<file path="config.mk">
export PLATFORM = sky130hd
export DESIGN_NAME = gtp_link_manager
export DESIGN_NICKNAME = d
export VERILOG_FILES = /design/src/rtl/gtp_link_manager.sv
export SDC_FILE = /design/constraint.sdc
export NUM_CORES = 1
export LEC_CHECK = 0
export CAP_MARGIN = 30
export CORE_ASPECT_RATIO = 0.6
export CORE_UTILIZATION = 30
export DETAILED_ROUTE_END_ITERATION = 8
export HOLD_SLACK_MARGIN = 0.02
export PLACE_DENSITY = 0.52
export SLEW_MARGIN = 20
export SYNTH_ARGS = -nofsm -noshare
export SYNTH_HDL_FRONTEND = slang
export SYNTH_SLANG_ARGS = --single-unit
</file>
<file path="constraint.sdc">
create_clock -name clk -period 8.8 [get_ports clk]
set_input_delay 1.76 -clock clk [delete_from_list [all_inputs] [get_ports clk]]
set_output_delay 1.76 -clock clk [all_outputs]
set_load 0.005 [all_outputs]
</file>
<file path="src/rtl/gtp_link_manager.sv">
// Per-lane bring-up and recovery sequencer for the 4-lane GTP back end.
// Each lane runs an independent FSM: OFF -> TRAIN -> UP, with timed
// power-down retries (PDOWN) and a sticky FAILED state after too many retries.
// All outputs are registered decodes of the current lane state, so they lag
// the state by one clock.
module gtp_link_manager #(
  parameter int UP_TIMEOUT = 65535,
  parameter int PD_CYCLES  = 255,
  parameter int MAX_RETRY  = 7,
  parameter int ERR_FILTER = 4
) (
  input  logic        clk,
  input  logic        rst,
  input  logic        i_gtp_init_done,
  input  logic [3:0]  i_link_en,
  input  logic [3:0]  i_link_up,
  input  logic [3:0]  i_link_error,
  output logic [3:0]  o_link_powerdown,
  output logic [3:0]  o_link_ok,
  output logic [3:0]  o_link_failed,
  output logic [15:0] o_retry_cnt,
  output logic        o_retrain
);

  // The timer is shared by TRAIN and PDOWN, so it must hold either limit.
  localparam int UP_TW = $clog2(UP_TIMEOUT);
  localparam int PD_TW = $clog2(PD_CYCLES);
  localparam int TW_A  = (UP_TW > PD_TW) ? UP_TW : PD_TW;
  localparam int TW    = (TW_A < 1) ? 1 : TW_A;
  localparam int FW    = $clog2(ERR_FILTER + 1);

  localparam logic [TW-1:0] UP_LAST   = TW'(UP_TIMEOUT - 1);
  localparam logic [TW-1:0] PD_LAST   = TW'(PD_CYCLES - 1);
  localparam logic [TW-1:0] TMR_ZERO  = TW'(0);
  localparam logic [TW-1:0] TMR_ONE   = TW'(1);
  localparam logic [FW-1:0] FILT_LIM  = FW'(ERR_FILTER);
  localparam logic [FW-1:0] FILT_ZERO = FW'(0);
  localparam logic [FW-1:0] FILT_ONE  = FW'(1);
  localparam logic [3:0]    RETRY_LIM = 4'(MAX_RETRY);

  typedef enum logic [2:0] {
    S_OFF    = 3'd0,
    S_TRAIN  = 3'd1,
    S_UP     = 3'd2,
    S_PDOWN  = 3'd3,
    S_FAILED = 3'd4
  } state_t;

  state_t        state_q [4];
  state_t        state_d [4];
  logic [TW-1:0] timer_q [4];
  logic [TW-1:0] timer_d [4];
  logic [3:0]    retry_q [4];
  logic [3:0]    retry_d [4];
  logic [FW-1:0] filt_q  [4];
  logic [FW-1:0] filt_d  [4];
  logic [3:0]    retry_req;
  logic [3:0]    pdown_entry;

  logic [3:0]    pd_q;
  logic [3:0]    ok_q;
  logic [3:0]    failed_q;
  logic [15:0]   retry_out_q;
  logic          retrain_q;

  // Next-state, timer, retry counter and error filter for every lane.
  always_comb begin
    for (int n = 0; n < 4; n++) begin
      state_d[n]     = state_q[n];
      timer_d[n]     = timer_q[n];
      retry_d[n]     = retry_q[n];
      filt_d[n]      = filt_q[n];
      retry_req[n]   = 1'b0;
      pdown_entry[n] = 1'b0;

      if (!i_gtp_init_done || !i_link_en[n]) begin
        state_d[n] = S_OFF;
      end else begin
        case (state_q[n])
          S_OFF: begin
            state_d[n] = S_TRAIN;
            timer_d[n] = TMR_ZERO;
            retry_d[n] = 4'd0;
            filt_d[n]  = FILT_ZERO;
          end
          S_TRAIN: begin
            if (i_link_up[n] && !i_link_error[n]) begin
              state_d[n] = S_UP;
              filt_d[n]  = FILT_ZERO;
            end else if (timer_q[n] == UP_LAST) begin
              retry_req[n] = 1'b1;
            end else begin
              timer_d[n] = timer_q[n] + TMR_ONE;
            end
          end
          S_UP: begin
            if (!i_link_up[n]) begin
              retry_req[n] = 1'b1;
            end else if (i_link_error[n]) begin
              if ((filt_q[n] + FILT_ONE) == FILT_LIM) begin
                retry_req[n] = 1'b1;
              end else begin
                filt_d[n] = filt_q[n] + FILT_ONE;
              end
            end else begin
              filt_d[n] = FILT_ZERO;
            end
          end
          S_PDOWN: begin
            if (timer_q[n] == PD_LAST) begin
              state_d[n] = S_TRAIN;
              timer_d[n] = TMR_ZERO;
            end else begin
              timer_d[n] = timer_q[n] + TMR_ONE;
            end
          end
          S_FAILED: begin
            state_d[n] = S_FAILED;
          end
          default: begin
            state_d[n] = S_OFF;
          end
        endcase
      end

      // Retry decision: give up once the budget is spent, else power-cycle.
      if (retry_req[n]) begin
        if (retry_q[n] == RETRY_LIM) begin
          state_d[n] = S_FAILED;
        end else begin
          state_d[n]     = S_PDOWN;
          retry_d[n]     = retry_q[n] + 4'd1;
          timer_d[n]     = TMR_ZERO;
          pdown_entry[n] = 1'b1;
        end
      end else begin
        pdown_entry[n] = 1'b0;
      end
    end
  end

  // Lane state registers plus registered output decodes of the current state.
  always_ff @(posedge clk or posedge rst) begin
    if (rst) begin
      for (int n = 0; n < 4; n++) begin
        state_q[n] <= S_OFF;
        timer_q[n] <= TMR_ZERO;
        retry_q[n] <= 4'd0;
        filt_q[n]  <= FILT_ZERO;
      end
      pd_q        <= 4'b1111;
      ok_q        <= 4'b0000;
      failed_q    <= 4'b0000;
      retry_out_q <= 16'd0;
      retrain_q   <= 1'b0;
    end else begin
      for (int n = 0; n < 4; n++) begin
        state_q[n] <= state_d[n];
        timer_q[n] <= timer_d[n];
        retry_q[n] <= retry_d[n];
        filt_q[n]  <= filt_d[n];
        retry_out_q[4*n +: 4] <= retry_q[n];
        case (state_q[n])
          S_TRAIN: begin
            pd_q[n] <= 1'b0; ok_q[n] <= 1'b0; failed_q[n] <= 1'b0;
          end
          S_UP: begin
            pd_q[n] <= 1'b0; ok_q[n] <= 1'b1; failed_q[n] <= 1'b0;
          end
          S_FAILED: begin
            pd_q[n] <= 1'b1; ok_q[n] <= 1'b0; failed_q[n] <= 1'b1;
          end
          default: begin
            pd_q[n] <= 1'b1; ok_q[n] <= 1'b0; failed_q[n] <= 1'b0;
          end
        endcase
      end
      retrain_q <= |pdown_entry;
    end
  end

  assign o_link_powerdown = pd_q;
  assign o_link_ok        = ok_q;
  assign o_link_failed    = failed_q;
  assign o_retry_cnt      = retry_out_q;
  assign o_retrain        = retrain_q;

endmodule

</file>
Clock wiring as the flow saved it:
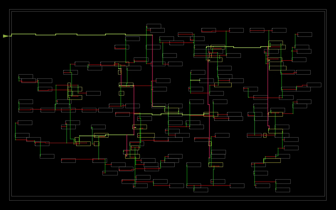
sequential cell count of the final layout: 133
Final Skew: 0.00756 ns
Clock Sink Count: 133
Clock net power: 0.000788 W

Metal 1:
Supply wires on this layer in gray.
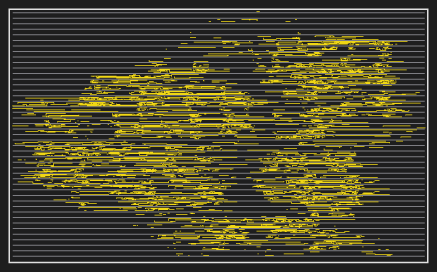
- longest straight run: 47.8 um
- main direction: horizontal
- share of all routed wire: 56%
- nets with wire on the layer: 805
- wire length on this layer: 10,400 um

Signal wires by layer:
Two of the layers only.
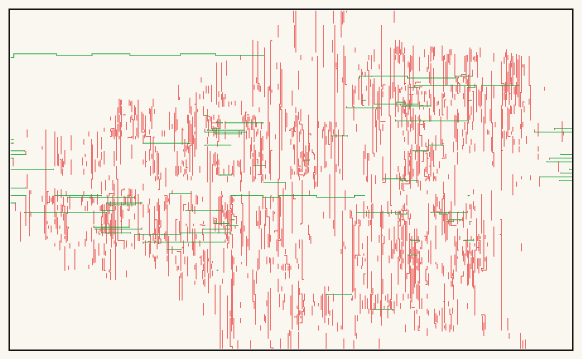
- M3: green (wire length 861 um)
- M2: red (wire length 7,000 um)
DR WL/cell: 16.0 um
WL final: 18.5 mm
routed vias: 6,297
overall fraction of global-route tracks in use: 0.157

==> run_summary.xml <==
<?xml version="1.0" encoding="UTF-8"?>
<metrics>
  <group name="final_timing">
    <metric name="max-slew-margin-rel" unit="">0.426</metric>
    <metric name="timing.final.max_slew_violations" unit="">0</metric>
  </group>
  <group name="route">
    <metric name="firstDrtPassIters" unit="">5</metric>
    <metric name="route.layer.met1.wl" unit="mm">10.4</metric>
    <metric name="detailroute.wirelength.met3" unit="um">861</metric>
    <metric name="drc" unit="">0</metric>
  </group>
  <group name="placed_design">
    <metric name="gp_congestion" unit="">0.819</metric>
  </group>
  <group name="global_route">
    <metric name="grt_pass1_vias" unit="">5720</metric>
    <metric name="met1_usage" unit="">0.255</metric>
    <metric name="grt_max_degree" unit="">61</metric>
  </group>
  <group name="synthesis">
    <metric name="area_leaders" unit="">sky130_fd_sc_hd__dfrtp_1 (44%), sky130_fd_sc_hd__nand2_1 (4.7%), sky130_fd_sc_hd__a311oi_1 (4.4%)</metric>
    <metric name="simple_gate_area_frac" unit="">0.260</metric>
    <metric name="fp_nets" unit="">817</metric>
    <metric name="numSynthFlops" unit="">133</metric>
  </group>
  <group name="critical_path">
    <metric name="critical-path-slowest-cell" unit="">sky130_fd_sc_hd__clkdlybuf4s50_1</metric>
    <metric name="worst-path-max-fanout" unit="">16</metric>
    <metric name="regToRegStartpoint" unit="">timer_q[16]</metric>
    <metric name="path_buffers" unit="">2</metric>
    <metric name="arrival" unit="ns">4.67</metric>
    <metric name="worst-endpoint-required" unit="ns">9.08</metric>
  </group>
  <group name="layout">
    <metric name="post-route-cell-area" unit="um^2">8860</metric>
    <metric name="seq-cell-share" unit="">0.376</metric>
    <metric name="inverters" unit="">31</metric>
    <metric name="layout.nonclk_buf_frac" unit="">0.0610</metric>
    <metric name="postLayoutCoreUtil" unit="">0.366</metric>
    <metric name="largest_reg_flops" unit="">64</metric>
    <metric name="post_route_cells_drive_above_1_share" unit="">0.0982</metric>
    <metric name="final_nets" unit="">857</metric>
  </group>
  <group name="run_status">
    <metric name="outcome" unit="">completed</metric>
  </group>
  <group name="clock_tree">
    <metric name="post_cts_resized" unit="">0</metric>
  </group>
  <group name="power_and_ir_drop">
    <metric name="power.total" unit="W">0.00157</metric>
    <metric name="p_comb" unit="W">0.000132</metric>
    <metric name="leading_power_group" unit="">the clock network</metric>
  </group>
  <group name="flow_run">
    <metric name="max_cap_viol_count" unit="">0</metric>
  </group>
  <group name="worst_hold_path">
    <metric name="hold_end" unit="">o_retry_cnt[15]</metric>
  </group>
  <group name="die">
    <metric name="io_pins" unit="">44</metric>
  </group>
</metrics>
Power and IR drop assume default switching activity.
